[config.mk]
export PLATFORM = sky130hd
export DESIGN_NAME = temporizador_lavagem
export DESIGN_NICKNAME = d
export VERILOG_FILES = /design/src/rtl/temporizador_lavagem.sv
export SDC_FILE = /design/constraint.sdc
export NUM_CORES = 1
export LEC_CHECK = 0
export CAP_MARGIN = 20
export CORE_MARGIN = 2
export CORE_UTILIZATION = 51
export CTS_BUF_LIST = sky130_fd_sc_hd__clkbuf_8 sky130_fd_sc_hd__clkbuf_16
export DETAILED_ROUTE_END_ITERATION = 12
export PLACE_DENSITY = 0.92
export SYNTH_ARGS = -nofsm -noshare
export SYNTH_HDL_FRONTEND = slang
export SYNTH_SLANG_ARGS = --single-unit
[constraint.sdc]
create_clock -name clock -period 4.3 [get_ports clock]
set_input_delay 0.86 -clock clock [delete_from_list [all_inputs] [get_ports clock]]
set_output_delay 0.86 -clock clock [all_outputs]
set_load 0.01 [all_outputs]
[src/rtl/temporizador_lavagem.sv]
// Button debounce/start pulse, hysteretic drum-level flag and agitate/spin phase timer
// feeding the washing-machine controller. Optional timer freeze input under MAQ_TEMPO_PAUSA_EN.
module temporizador_lavagem #(
    parameter int DEBOUNCE_CICLOS = 4,
    parameter int NIVEL_CHEIO     = 200,
    parameter int HISTERESE       = 8,
    parameter int LARGURA         = 16,
    parameter int T_AGITAR        = 1000,
    parameter int T_GIRAR         = 500
) (
    input  logic               clock,
    input  logic               reset_n,
    input  logic               botao,
    input  logic [7:0]         nivel,
    input  logic [1:0]         estado_atual,
`ifdef MAQ_TEMPO_PAUSA_EN
    input  logic               pausa,
`endif
    output logic               inicio,
    output logic               cheio,
    output logic               tempo,
    output logic               secar,
    output logic [LARGURA-1:0] restante
);

    localparam int CW = $clog2(DEBOUNCE_CICLOS + 1);
    localparam logic [CW-1:0]      DEB_MAX   = CW'(DEBOUNCE_CICLOS);
    localparam logic [7:0]         LIM_SET   = 8'(NIVEL_CHEIO);
    localparam logic [7:0]         LIM_CLR   = 8'(NIVEL_CHEIO - HISTERESE);
    localparam logic [LARGURA-1:0] CARGA_AG  = LARGURA'(T_AGITAR);
    localparam logic [LARGURA-1:0] CARGA_GIR = LARGURA'(T_GIRAR);

    localparam logic [1:0] ST_AGITAR = 2'd2;
    localparam logic [1:0] ST_GIRAR  = 2'd3;

    logic               sinc1, sinc2;
    logic               deb_nivel;
    logic [CW-1:0]      deb_cnt;
    logic [LARGURA-1:0] cont;
    logic [1:0]         estado_ant;
    logic               congela;
    logic               difere, aceita;
    logic [LARGURA-1:0] carga;

`ifdef MAQ_TEMPO_PAUSA_EN
    assign congela = pausa;
`else
    assign congela = 1'b0;
`endif

    // A change is accepted on the cycle after the counter has seen DEBOUNCE_CICLOS mismatches.
    assign difere = sinc2 ^ deb_nivel;
    assign aceita = difere && (deb_cnt == DEB_MAX);

    always_comb begin
        carga = '0;
        case (estado_atual)
            ST_AGITAR: carga = CARGA_AG;
            ST_GIRAR:  carga = CARGA_GIR;
            default:   carga = '0;
        endcase
    end

    always_ff @(posedge clock) begin
        if (!reset_n) begin
            sinc1      <= 1'b0;
            sinc2      <= 1'b0;
            deb_nivel  <= 1'b0;
            deb_cnt    <= '0;
            inicio     <= 1'b0;
            cheio      <= 1'b0;
            cont       <= '0;
            estado_ant <= 2'd0;
        end else begin
            sinc1 <= botao;
            sinc2 <= sinc1;

            if (!difere) begin
                deb_cnt <= '0;
            end else if (aceita) begin
                deb_nivel <= ~deb_nivel;
                deb_cnt   <= '0;
            end else begin
                deb_cnt <= deb_cnt + 1'b1;
            end

            // Rising edges outside esperar are dropped, never queued.
            inicio <= aceita && !deb_nivel && (estado_atual == 2'd0) && !congela;

            if (nivel >= LIM_SET)
                cheio <= 1'b1;
            else if (nivel < LIM_CLR)
                cheio <= 1'b0;

            if (!congela) begin
                estado_ant <= estado_atual;
                if (estado_atual != estado_ant)
                    cont <= carga;
                else if (cont != '0)
                    cont <= cont - 1'b1;
            end
        end
    end

    assign restante = cont;
    assign tempo    = (estado_ant == ST_AGITAR) && (cont == '0);
    // Combinational on estado_atual so spin is reported from the very first girar cycle.
    assign secar    = (estado_atual == ST_GIRAR) && !((estado_ant == ST_GIRAR) && (cont == '0));

endmodule

Fig. 1: selected gate families
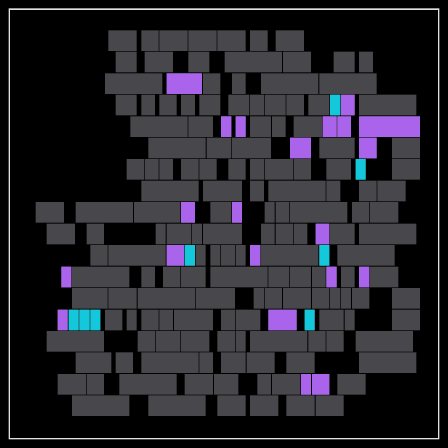
inv cells -> cyan  # cells 8, most used inv_1
nor cells -> purple  # cells 21, most used nor2_1
fin cells: 209
fraction of area in multi-input gates: 0.438
most frequent logic cell in the layout: clkdlybuf4s50_1

==> results.json <==
{
  "outcome": "finished clean",
  "yosys.cell_types.count": 42,
  "ys_chip_area_um2": 1280,
  "syn-cell-area_um2": 1280,
  "yosys.area.top_type_share": 0.405,
  "hp-start": "sinc1",
  "postSynthAreaPerCell_um2": 8.68,
  "cts_htree_levels": 1,
  "antenna_cells": 0,
  "drive_gt1_frac": 0.0726,
  "area_delta_synth_final_pct": 29.2,
  "grt_max_degree": 15,
  "grt_pass1_wl_mm": 4.79,
  "post_cts_buffers": 0,
  "cp-end-kind": "output port",
  "warning_count": 30,
  "hold_buffers": 0,
  "holdPathEnd": "sinc2",
  "r2r_slack_ns": 2.15,
  "die-area_um2": 2940,
  "slowest_delay_ns": 0.54,
  "seq_area_um2": 520,
  "p_leak_nw": 0.603,
  "postLayoutCellArea_um2": 1660,
  "clk_path_buf_depth": 2,
  "initial_core_util": 0.528,
  "critPathArrivalTime_ns": 2.66,
  "post-route-period-util": 0.818,
  "dpl.cell_count": 205,
  "syn-num-nets": 164,
  "area_leaders": "dfxtp_1 (41%), o21ai_0 (3.5%), nand2_1 (3.5%)",
  "clock-sinks": 26,
  "postCtsResizedCells": 0,
  "grt_pass1_vias": 1105,
  "slowest_stage": "clkdlybuf4s50_1",
  "power_density_nw_per_um2": 355,
  "crit_type": "register to output port",
  "dr.pass1.iters": 4,
  "largest_area_cell": "dfxtp_1",
  "place_area_um2": 1610,
  "cts_tree": "yes",
  "rr_endpoint": "restante[9]",
  "finClkSkew_ns": 0.00311,
  "vias_per_cell": 5.90,
  "core_area_um2": 2430,
  "drt-initial-drc-count": 33,
  "flop_cell": "dfxtp_1",
  "tns_ns": 0,
  "fin_crit_ns": 3.52,
  "clk_pin_slew_ns": 0.09,
  "nets": 196,
  "async_flop_share": 0,
  "rr_startpoint": "restante[0]",
  "final-comb-area_um2": 727,
  "synthCells": 148,
  "drcViolationCount": 0,
  "drv_slew": 0,
  "yosysWarnings": 0,
  "cts_buffers": 3,
  "cp-start-kind": "register",
  "hold_ws_ns": 0.453,
  "ios": 33,
  "slew_headroom": 0.646,
  "synth_seq_share": 0.405,
  "root_buffer": "clkbuf_8",
  "r2r_cells": 6,
  "yosys_cells": 148,
  "port_buffers": 29,
  "crit_required_ns": 3.44,
  "hp-class": "register to register",
  "cp_max_fo": 9,
  "fill_cells": 177,
  "setup_viol": 0,
  "die_x_um": 54.2,
  "power_mw": 0.590,
  "fp.dieH_um": 54.2
}
Fig. 2: wiring heat map
The die is cut into 11 by 11 equal tiles; white is low, dark blue is high, scaled to the fullest tile. Values are wire area over tile area, all layers added.
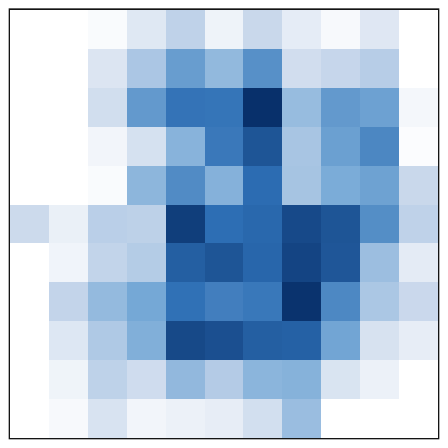
mean over tiles = 0.16
fullest tile = 0.47
nearly empty tiles = 18%
tiles over half the peak = 31%
emptiest ninth of the die = upper left
densest ninth of the die = center
final WL: 3.05 mm
Wirelength per Cell: 14.6 um
GRT Overall Usage: 0.226
DR vias: 1,234

[cell type report]
type	instances	area share
tap	30	0.0226
multi-input combinational	112	0.438
timing repair buffer	29	0.175
clock buffer	4	0.0332
sequential	26	0.313
inverter	8	0.0181
[routing by layer]
layer  track usage  part of all wire  vias up  wire length [um]
met4         0.100             0.013        0                40
met1         0.270              0.43      585              1320
met2         0.392              0.51       43              1550
met5             0                 0        -                 0
li1              -                 -      602                 -
met3        0.0417             0.045        4               138
[how the worst max path moves through the flow]
stage	start	end	slack, ns	depth (start not counted)
2_1_floorplan	restante[0]	tempo	1.82	6
3_3_place_gp	estado_atual[1]	secar	1.09	4
3_5_place_dp	estado_atual[1]	secar	1.08	4
4_1_cts	restante[0]	tempo	0.75	7
5_1_grt	restante[0]	tempo	0.53	7
6_report	restante[0]	tempo	0.78	7
[cell families after synthesis]
family | Yosys count | synth area share
flip-flops | 26 | 0.405
multiplexers | 1 | 0.00779
AND/OR/NAND/NOR | 66 | 0.307
buffers and inverters | 10 | 0.0292
AND-OR/OR-AND | 37 | 0.182
XOR/XNOR | 5 | 0.0399
adder cells (fa/ha/maj) | 3 | 0.0292
[synthesized netlist by cell type (2+ instances only)]
cell	number
or3_1	2
or4_1	4
clkbuf_1	2
o31ai_1	4
and2_1	5
or2_2	2
dfxtp_1	26
nor2_1	9
inv_1	8
o21ai_0	9
nand2b_1	6
ha_1	3
o41ai_1	2
xor2_1	3
a31oi_1	7
and3_1	3
nand2_1	12
nand3_1	5
a21oi_1	8
nor4_1	2
nor3_1	5
[power by group]
group / total (mW) / switching [mW] / internal, mW
Clock: 0.162 / 0.0798 / 0.0820
Sequential: 0.272 / 0.0184 / 0.254
Combinational: 0.156 / 0.0869 / 0.0690
[flip-flops by register name, indices dropped and copies added (netlist names)]
signal      cells
sinc1           1
deb_nivel       1
inicio          1
sinc2           1
restante       16
deb_cnt         3
cheio           1
estado_ant      2
[worst max-delay path, delay by kind of cell (launching register included)]
kind | cells | cell delay (ns)
fa+ha+maj | 1 | 0.19
flops | 1 | 0.39
simple gates | 4 | 1.18
buf+inv | 2 | 0.62
[through the flow]
step / utilization / worst slack [ns]
finish: 0.683 / 0.784
global route: 0.683 / 0.528
CTS: 0.683 / 0.752
detailed placement: 0.660 / 1.08
global placement: 0.660 / 1.09
floorplan: - / 1.82
